`src/rtl/scan_code_sequencer.sv`:
```
// scan_code_sequencer: turns raw PS/2 bytes (E0/F0/E1 prefixed) into key
// events and queues them in a small show-ahead FIFO for the consumer.
module scan_code_sequencer #(
  parameter int unsigned FIFO_DEPTH  = 4,
  parameter int unsigned ADDR_W      = 2,
  parameter int unsigned TIMEOUT_CYC = 50000
) (
  input  logic              clk,
  input  logic              reset,
  input  logic              ready,
  input  logic [7:0]        datain,
  input  logic              evt_pop,
  input  logic              clr_ovf,
  output logic              evt_valid,
  output logic [7:0]        evt_code,
  output logic              evt_ext,
  output logic              evt_break,
  output logic              overflow,
  output logic              busy,
  output logic [ADDR_W:0]   fifo_count
);

  localparam int unsigned CNT_W  = ADDR_W + 1;
  localparam int unsigned TMO_W  = $clog2(TIMEOUT_CYC + 1);
  localparam int unsigned SKIP_W = 3;

  localparam logic [7:0]        BYTE_E0    = 8'hE0;
  localparam logic [7:0]        BYTE_F0    = 8'hF0;
  localparam logic [7:0]        BYTE_E1    = 8'hE1;
  localparam logic [TMO_W-1:0]  TMO_LAST   = TMO_W'(TIMEOUT_CYC - 1);
  localparam logic [CNT_W-1:0]  CNT_FULL   = CNT_W'(FIFO_DEPTH);
  localparam logic [SKIP_W-1:0] PAUSE_SKIP = SKIP_W'(7);

  typedef enum logic [1:0] {
    ST_IDLE,
    ST_EXT,
    ST_BRK,
    ST_PAUSE
  } state_t;

  typedef struct packed {
    logic [7:0] code;
    logic       ext;
    logic       brk;
  } evt_t;

  // Sequencer state
  state_t              state;
  logic                ext_q;
  logic [SKIP_W-1:0]   skip_q;
  logic [TMO_W-1:0]    tmo_q;

  // FIFO state
  evt_t                mem [FIFO_DEPTH];
  logic [ADDR_W-1:0]   wr_ptr;
  logic [ADDR_W-1:0]   rd_ptr;
  logic [CNT_W-1:0]    count_q;

  // Combinational helpers
  logic                is_prefix_c;
  logic                is_status_c;
  logic                push_c;
  evt_t                push_evt_c;
  logic                pop_c;
  logic                full_c;
  logic                wr_en_c;
  logic                drop_c;
  evt_t                head_c;

  // Byte classification: sequence prefixes and controller/status bytes
  always_comb begin
    is_prefix_c = (datain == BYTE_E0) || (datain == BYTE_F0) || (datain == BYTE_E1);
    is_status_c = datain inside {8'h00, 8'hAA, 8'hEE, 8'hFA, 8'hFE, 8'hFF};
  end

  // Event completion decode; the push lands in the FIFO on the same edge
  always_comb begin
    push_c     = 1'b0;
    push_evt_c = '0;
    if (ready) begin
      unique case (state)
        ST_IDLE: begin
          if (!is_prefix_c && !is_status_c) begin
            push_c     = 1'b1;
            push_evt_c = '{code: datain, ext: 1'b0, brk: 1'b0};
          end
        end
        ST_EXT: begin
          if (!is_prefix_c && !is_status_c) begin
            push_c     = 1'b1;
            push_evt_c = '{code: datain, ext: 1'b1, brk: 1'b0};
          end
        end
        ST_BRK: begin
          if (!is_prefix_c && !is_status_c) begin
            push_c     = 1'b1;
            push_evt_c = '{code: datain, ext: ext_q, brk: 1'b1};
          end
        end
        ST_PAUSE: begin
          if (skip_q == SKIP_W'(1)) begin
            push_c     = 1'b1;
            push_evt_c = '{code: BYTE_E1, ext: 1'b0, brk: 1'b0};
          end
        end
        default: ;
      endcase
    end
  end

  // Prefix sequencer with inter-byte timeout; a strobe beats the timeout
  always_ff @(posedge clk) begin
    if (reset) begin
      state  <= ST_IDLE;
      busy   <= 1'b0;
      ext_q  <= 1'b0;
      skip_q <= '0;
      tmo_q  <= '0;
    end else if (ready) begin
      tmo_q <= '0;
      unique case (state)
        ST_IDLE: begin
          if (datain == BYTE_E0) begin
            state <= ST_EXT;
            busy  <= 1'b1;
          end else if (datain == BYTE_F0) begin
            state <= ST_BRK;
            busy  <= 1'b1;
            ext_q <= 1'b0;
          end else if (datain == BYTE_E1) begin
            state  <= ST_PAUSE;
            busy   <= 1'b1;
            skip_q <= PAUSE_SKIP;
          end
        end
        ST_EXT: begin
          if (datain == BYTE_F0) begin
            state <= ST_BRK;
            busy  <= 1'b1;
            ext_q <= 1'b1;
          end else begin
            state <= ST_IDLE;
            busy  <= 1'b0;
          end
        end
        ST_BRK: begin
          state <= ST_IDLE;
          busy  <= 1'b0;
        end
        ST_PAUSE: begin
          skip_q <= skip_q - SKIP_W'(1);
          if (skip_q == SKIP_W'(1)) begin
            state <= ST_IDLE;
            busy  <= 1'b0;
          end
        end
        default: begin
          state <= ST_IDLE;
          busy  <= 1'b0;
        end
      endcase
    end else if (state != ST_IDLE) begin
      if (tmo_q == TMO_LAST) begin
        state <= ST_IDLE;
        busy  <= 1'b0;
        tmo_q <= '0;
      end else begin
        tmo_q <= tmo_q + TMO_W'(1);
      end
    end else begin
      tmo_q <= '0;
    end
  end

  // FIFO control: a pop frees a slot for a simultaneous push even when full
  always_comb begin
    pop_c   = evt_pop && (count_q != '0);
    full_c  = (count_q == CNT_FULL);
    wr_en_c = push_c && (!full_c || pop_c);
    drop_c  = push_c && full_c && !pop_c;
  end

  // FIFO storage; contents need no reset since count gates visibility
  always_ff @(posedge clk) begin
    if (wr_en_c) begin
      mem[wr_ptr] <= push_evt_c;
    end
  end

  // FIFO pointers, occupancy and sticky overflow (set beats clear)
  always_ff @(posedge clk) begin
    if (reset) begin
      wr_ptr   <= '0;
      rd_ptr   <= '0;
      count_q  <= '0;
      overflow <= 1'b0;
    end else begin
      if (wr_en_c) begin
        wr_ptr <= wr_ptr + ADDR_W'(1);
      end
      if (pop_c) begin
        rd_ptr <= rd_ptr + ADDR_W'(1);
      end
      unique case ({wr_en_c, pop_c})
        2'b10:   count_q <= count_q + CNT_W'(1);
        2'b01:   count_q <= count_q - CNT_W'(1);
        default: count_q <= count_q;
      endcase
      if (drop_c) begin
        overflow <= 1'b1;
      end else if (clr_ovf) begin
        overflow <= 1'b0;
      end
    end
  end

  // Show-ahead head view, forced to zero while empty
  always_comb begin
    head_c     = mem[rd_ptr];
    evt_valid  = (count_q != '0);
    fifo_count = count_q;
    evt_code   = evt_valid ? head_c.code : 8'h00;
    evt_ext    = evt_valid && head_c.ext;
    evt_break  = evt_valid && head_c.brk;
  end

endmodule

```
`config.mk`:
```
export PLATFORM = sky130hd
export DESIGN_NAME = scan_code_sequencer
export DESIGN_NICKNAME = d
export VERILOG_FILES = /design/src/rtl/scan_code_sequencer.sv
export SDC_FILE = /design/constraint.sdc
export NUM_CORES = 1
export LEC_CHECK = 0
export ABC_AREA = 1
export CAP_MARGIN = 20
export CORE_AREA = 2 2 85 87
export CTS_CLUSTER_DIAMETER = 200
export DETAILED_ROUTE_END_ITERATION = 8
export DIE_AREA = 0 0 87 89
export PLACE_DENSITY = 0.79
export SLEW_MARGIN = 20
export SYNTH_ARGS = -nofsm -noshare
export SYNTH_HDL_FRONTEND = slang
export SYNTH_SLANG_ARGS = --single-unit
```
`constraint.sdc`:
```
create_clock -name clk -period 2.7 [get_ports clk]
set_input_delay 0.54 -clock clk [delete_from_list [all_inputs] [get_ports clk]]
set_output_delay 0.54 -clock clk [all_outputs]
set_load 0.01 [all_outputs]
```
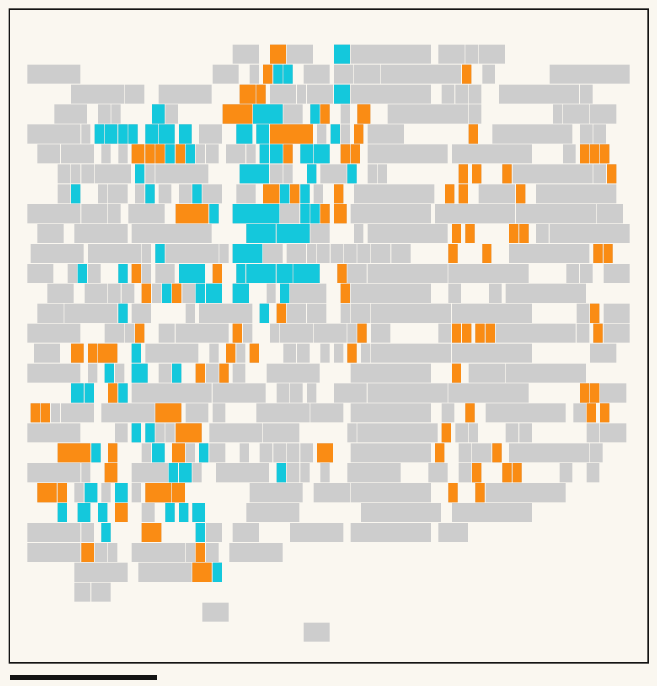
(logic cells by family)
Scale bar: 20 µm.
Key: orange = NOR gates [cells 99]; cyan = NAND gates [cells 80]

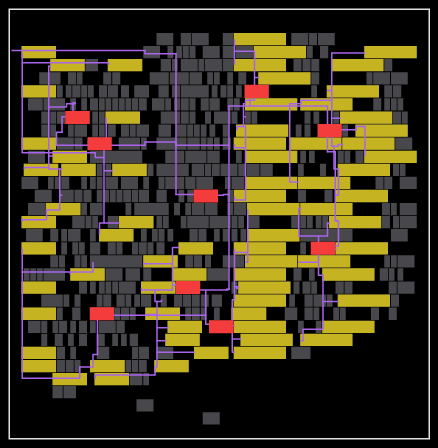
(routed clock nets over the placement)
Key: yellow = flip-flops [count 73]; purple = clock wires [length 796 µm]; red = clock drivers [count 9]
Position of the flops: spread over the die.

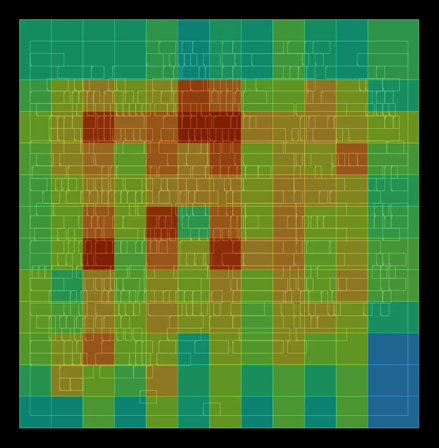
(routing congestion map)
overall routing resource usage: 0.200
GR peak layer: met2

==> GITHUB_STEP_SUMMARY <==
## Implementation flow summary

| Metric | Value |
|---|---|
| Family with the most delay on the worst path | `buffers and inverters` |
| WHS | `0.448 ns` |
| Die area | `7740 µm²` |
| Yosys simple share | `0.257` |
| Global route overflow | `0` |
| Synth Instances | `403` |
| Min cycle time layout | `2.55 ns` |
| Reg-to-Reg Start | `fifo_count[1]$_SDFFE_PP0P_` |
| Synth unique cells | `39` |
| Commonest cells in the netlist | `nor2_1, nand2_1, inv_1` |
| Critical Path Start Type | `register` |
| Met1 Track Usage GR | `0.217` |
| Leakage power | `1.68 nW` |
| Late-Pin Clk Latency | `0.35 ns` |
| Synthesized flop and latch total | `73` |
| Largest net degree at the start of global routing | `21` |
| CTS sink cnt | `73` |
| Reg area | `1860 µm²` |
| Metal1 wirelength | `2970 µm` |
| Remaining antenna violation count | `0` |
| Ys Warns | `0` |
| Ys async rst share | `0` |
| Power in the clock group | `993 µW` |
| Cell count along the critical path | `5` |
| Combinational fraction of the cell area | `0.329` |
| DR WL met3 | `283 µm` |
| FF-to-FF setup slack | `0.63 ns` |
| Share of cells above drive strength 1 | `0.157` |
| Psw | `844 µW` |
| Largest register by flop count | `mem` |
| TritonCTS clock tree | `yes` |
| Flop count | `73` |
| Area growth, synth to finish | `21.0%` |
| Adder Area Share | `0.0307` |
| Core Util at FP | `0.522` |
| YS chip area | `3510 µm²` |
| Ant. Diodes | `0` |
| Status | `complete, no violations` |
| Clock power frac | `0.326` |
| Syn nets | `424` |
| First-pass GRT wire length | `11800 µm` |
| Comb. cell area | `1400 µm²` |
| Tot Pwr | `3.04 mW` |
| Die Ht | `89 µm` |
| Rel. slew slack | `0.711` |
| Max incr delay on CP | `0.56 ns` |
| VDD IR-drop max | `0.000497 V` |
| Internal | `2.20 mW` |
| Seq pwr | `1.30 mW` |
| DIE WIDTH | `87 µm` |
| Sw frac | `0.277` |
| Dpl cell area | `4000 µm²` |
| Most numerous logic cell after layout | `nor2_1` |
| Reg power frac | `0.429` |
| Final Slew Violations | `0` |
Power and IR drop assume default switching activity.
